<file path="config.mk">
export PLATFORM = sky130hd
export DESIGN_NAME = jk_counter
export DESIGN_NICKNAME = d
export VERILOG_FILES = /design/src/rtl/jk_counter_pkg.sv /design/src/rtl/jk_cell.sv /design/src/rtl/jk_counter.sv
export SDC_FILE = /design/constraint.sdc
export NUM_CORES = 1
export LEC_CHECK = 0
export CORE_AREA = 5 5 42 44
export CTS_CLUSTER_DIAMETER = 60
export CTS_CLUSTER_SIZE = 30
export DETAILED_ROUTE_END_ITERATION = 7
export DIE_AREA = 0 0 47 49
export PLACE_DENSITY = 0.78
export SLEW_MARGIN = 0
export SYNTH_ARGS = -nofsm -noshare
export SYNTH_HDL_FRONTEND = slang
export SYNTH_SLANG_ARGS = --single-unit
</file>
<file path="constraint.sdc">
create_clock -name clk -period 3 [get_ports clk]
set_input_delay 0.75 -clock clk [delete_from_list [all_inputs] [get_ports clk]]
set_output_delay 0.75 -clock clk [all_outputs]
set_load 0.01 [all_outputs]
</file>
<file path="src/rtl/jk_counter_pkg.sv">
// Shared mode encodings for the JK-based counter and its testbench.
package jk_counter_pkg;

    typedef enum logic [1:0] {
        MODE_HOLD = 2'b00,
        MODE_UP   = 2'b01,
        MODE_DOWN = 2'b10,
        MODE_LOAD = 2'b11
    } mode_t;

endpackage

</file>
<file path="src/rtl/jk_cell.sv">
// Single JK flip-flop with asynchronous active-low reset to 0.
module jk_cell (
    input  logic clk,
    input  logic rst_n,
    input  logic j,
    input  logic k,
    output logic q
);

    always_ff @(posedge clk or negedge rst_n) begin
        if (!rst_n) begin
            q <= 1'b0;
        end else begin
            case ({j, k})
                2'b01:   q <= 1'b0;
                2'b10:   q <= 1'b1;
                2'b11:   q <= ~q;
                default: q <= q;
            endcase
        end
    end

endmodule

</file>
<file path="src/rtl/jk_counter.sv">
// Modulus counter built from WIDTH JK cells: hold/up/down/load with wrap at MAX_COUNT.
module jk_counter
    import jk_counter_pkg::*;
#(
    parameter int unsigned WIDTH     = 4,
    parameter int unsigned MAX_COUNT = 2**WIDTH - 1
) (
    input  logic             clk,
    input  logic             rst_n,
    input  logic             en,
    input  logic [1:0]       mode,
    input  logic [WIDTH-1:0] load_val,
    output logic [WIDTH-1:0] q,
    output logic             tc
);

    localparam logic [WIDTH-1:0] MAX = WIDTH'(MAX_COUNT);

    mode_t            mode_sel;
    logic [WIDTH-1:0] nxt;
    logic [WIDTH-1:0] j;
    logic [WIDTH-1:0] k;

    assign mode_sel = mode_t'(mode);

    // Out-of-range states (q > MAX) fall into the wrap branches: up -> 0, down -> MAX.
    always_comb begin
        nxt = q;
        if (en) begin
            case (mode_sel)
                MODE_UP:   nxt = (q >= MAX) ? '0 : q + WIDTH'(1);
                MODE_DOWN: nxt = ((q == '0) || (q > MAX)) ? MAX : q - WIDTH'(1);
                MODE_LOAD: nxt = (load_val > MAX) ? MAX : load_val;
                default:   nxt = q;
            endcase
        end
    end

    // Drive only the bits that change; J=K=1 can never occur.
    assign j = nxt & ~q;
    assign k = ~nxt & q;

    for (genvar i = 0; i < WIDTH; i++) begin : g_cell
        jk_cell u_cell (
            .clk   (clk),
            .rst_n (rst_n),
            .j     (j[i]),
            .k     (k[i]),
            .q     (q[i])
        );
    end

    assign tc = en & (((mode_sel == MODE_UP) & (q == MAX)) |
                      ((mode_sel == MODE_DOWN) & (q == '0)));

endmodule
</file>
==> images/congestion.png <==
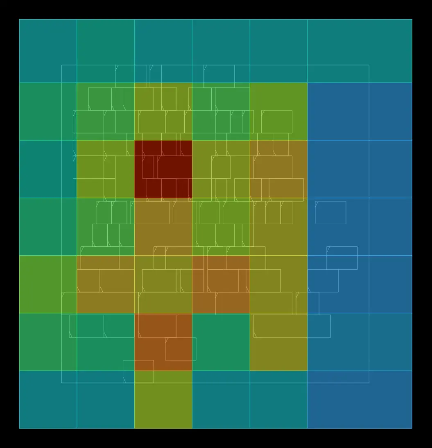
met2 global-route usage: 0.197
routed length per instance: 12.4 µm
M1 GR Usage: 0.119
GRT Max-Usage Layer: met2
final core utilization: 0.492

==> images/logic_types.png <==
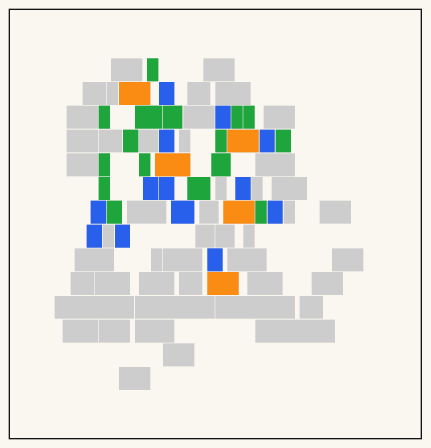
- blue: inverting AOI/OAI gates (cells 13; most used a21oi_1)
- orange: AND-OR and OR-AND gates (cells 5; most used a221o_1)
- green: NAND gates (cells 16; most used nand2_1)

==> GITHUB_STEP_SUMMARY <==
## Synthesis and layout report

| Metric | Value |
|---|---|
| Critical Path End | tc |
| Ant diodes | 0 |
| Post-synthesis instance area | 579 µm² |
| Switch Pwr | 0.210 mW |
| Yosys cell count | 71 |
| Worst slew margin | 0.793 |
| Status | complete, no violations |
| Worst setup margin | 0.0594 ns |
| Worst ir drop on vdd | 0.000563 V |
| Port Buffers | 13 |
| Area delta synth->final | 19.0% |
| Reg2reg end | g_cell[0].u_cell.q$_DFFE_PN0P_ |
| DP HPWL | 954 µm |
| Fmax | 0.340 GHz |
| Remaining Overflow, GRT | 0 |
| Vias in the first global route | 507 |
| CP Capture Type | output pin |
| Worst path required time | 2.25 ns |
| Post-CTS sizing | 0 |
| Fin cells | 97 |
| Dpl cells | 94 |
| Setup TNS | 0 ns |
| Type of origin of the critical path | primary input |
| Tool Warnings | 27 |
| Crit path DAT | 2.19 ns |
| Unrepaired setup endpoints after global routing | no |
| Yosys Chip Area | 579 µm² |
| Detailed Route Iter0 Violations | 12 |
| Clock share of power | 0.129 |
| Min Tclk post-route | 2.94 ns |
| Reg2Reg Setup Slack | 0.76 ns |
| Most instantiated logic cell after routing | clkdlybuf4s50_1 |
| Pin count of the biggest net entering global routing | 14 |
| Share of cells above drive strength 1 | 0.173 |
| R2R depth | 6 |
| Hold Vio Cnt, Final | 0 |
| Setup Viol. Count Final | 0 |
| Insertion Delay late pin | 0.23 ns |
| Worst r2r src | g_cell[0].u_cell.q$_DFFE_PN0P_ |
| Ys flops | 4 |
| Clock root cell | clkbuf_4 |
| TritonCTS Buffers | 3 |
| Max Clock Skew | 0.00120 ns |
| Period utilisation layout | 0.980 |
| Flop pwr share | 0.240 |
| DRC | 0 |
| Measured slew at the worst slew-check pin | 0.310 ns |
| Most frequent cells in the layout | clkdlybuf4s50_1 (13), nand2_1 (9), a21oi_1 (7) |
| Synth Area per Inst | 8.16 µm² |
| Sequential power | 0.124 mW |
| Yosys cell types | 24 |
| Core area | 1400 µm² |
| ANT nets after route | 0 |
| CTS clk-pin slew, worst paths | 0.04 ns |
| Final Instance Area | 689 µm² |
| Pre-CTS WS | 0.0661 ns |
| First-pass GRT wire length | 1950 µm |
| GR met3 Demand/Resource | 0.0554 |
| Antenna violations before repair | 0 |
| Commonest cells post-synth | nand2_1 (9), a21oi_1 (7), ha_1 (6), mux2_2 (6) |
| Htree depth | 1 |
| Die H | 49 µm |
| Area leader share | 0.173 |
| Met1 WL | 491 µm |
| Ys async rst share | 1.00 |
| Via/cell ratio | 5.66 |
| GP Congestion | 0.836 |
| DR WL met3 | 104 µm |
| Post-synth top area cell | dfrtp_1 |
| Layout Nets | 98 |
| PwrDens | 747 nW/µm² |
| CTS hold repair buffers | 0 |
| Routed wire length on met2 | 607 µm |
| FP Core Util | 0.413 |
| Uppermost layer routed | met3 |
| Biggest register | g_cell.u_cell.q |
| Synth top cell by count | nand2_1 |
| Post CTS Setup Buffer Count | 0 |
| Type of the most critical hold path | flip-flop to flip-flop |
| CTS Sinks | 4 |
| Critical Path Start | mode[0] |
| Worst Hold Path Cells | 1 |
| Biggest regs | g_cell.u_cell.q (4) |
| Worst Path Max Fanout | 3 |
| # IOs | 14 |
| Seq share, synth | 0.173 |
| Tot GR Track Use | 0.111 |
| Comb power | 0.325 mW |
| Cells after synthesis | 71 |
| Static Leak | 0.292 nW |
| Net count after synthesis | 86 |
| Hold Crit Endpoint | g_cell[1].u_cell.q$_DFFE_PN0P_ |
| Drt first pass iters | 4 |
| Num rows | 14 |
| Int Power | 0.305 mW |
| Max reg flops | 4 |
| Worst Min Path Start | g_cell[1].u_cell.q$_DFFE_PN0P_ |
| EDFF count, synth | 0 |
| Logic pwr share | 0.631 |
| Final Max Slew Viols | 0 |
| Sw frac | 0.408 |
| Hold_ws | 0.639 ns |
| Top_reg_cell synth | dfrtp_1 |
| Syn. warnings | 0 |
| Cell Area, Placed | 667 µm² |
| Main area contributors | dfrtp_1 (17%), ha_1 (13%), mux2_2 (12%), buf_4 (6.5%), a21oi_1 (6.0%) |
| Max_cap viols | 0 |
==> images/wires.png <==
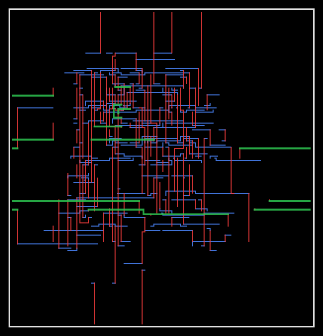
- green: metal 3 (wire length 104 µm)
- blue: metal 1 (wire length 492 µm)
- red: metal 2 (wire length 607 µm)

==> images/layer_met2.png <==
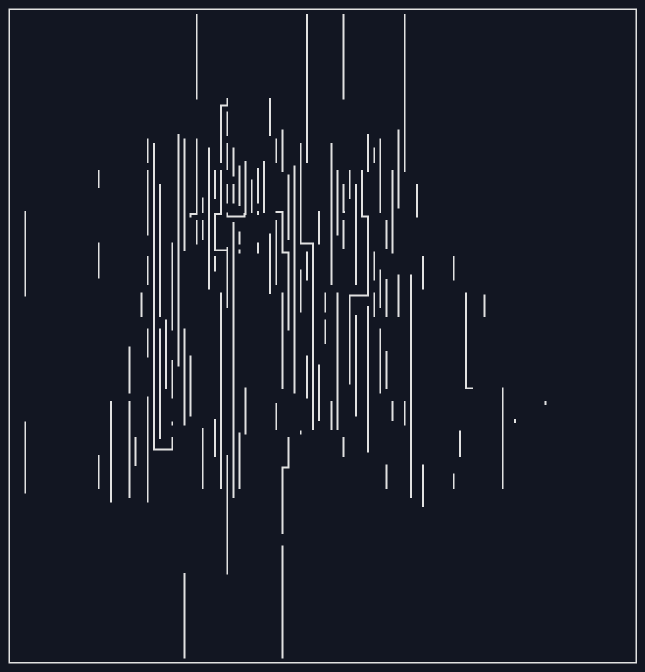
- share of all routed wire: 50%
- main direction: vertical
- longest straight run: 22.9 µm
- nets with wire on the layer: 82
- wire length on this layer: 607 µm
final WL: 1200 µm
total vias in the final route: 549

worst max-delay path, cell delays in order:
cell             delay [ns]
clkdlybuf4s50_1        0.49
nor2b_1                0.13
nand4_1                0.10
a21oi_1                0.17
clkdlybuf4s50_1        0.55
layout make-up:
type                            count  area, µm²  area share
Inverter                            6       22.5      0.0327
Clock buffer                        3       22.5      0.0327
Tap cell                           16       20.0      0.0290
Timing Repair Buffer               16        153       0.221
Sequential cell                     4        100       0.145
Multi-Input combinational cell     52        372       0.539
cells by family after synthesis:
logic type                 count (synthesis)  share of synthesized area
and+or+nand+nor                           22                      0.190
AOI/OAI and AO/OA                         18                      0.205
buffers and inverters                     15                      0.186
muxes                                      6                      0.117
adders and majority gates                  6                      0.130
DFF                                        4                      0.173
Power and IR drop assume default switching activity.
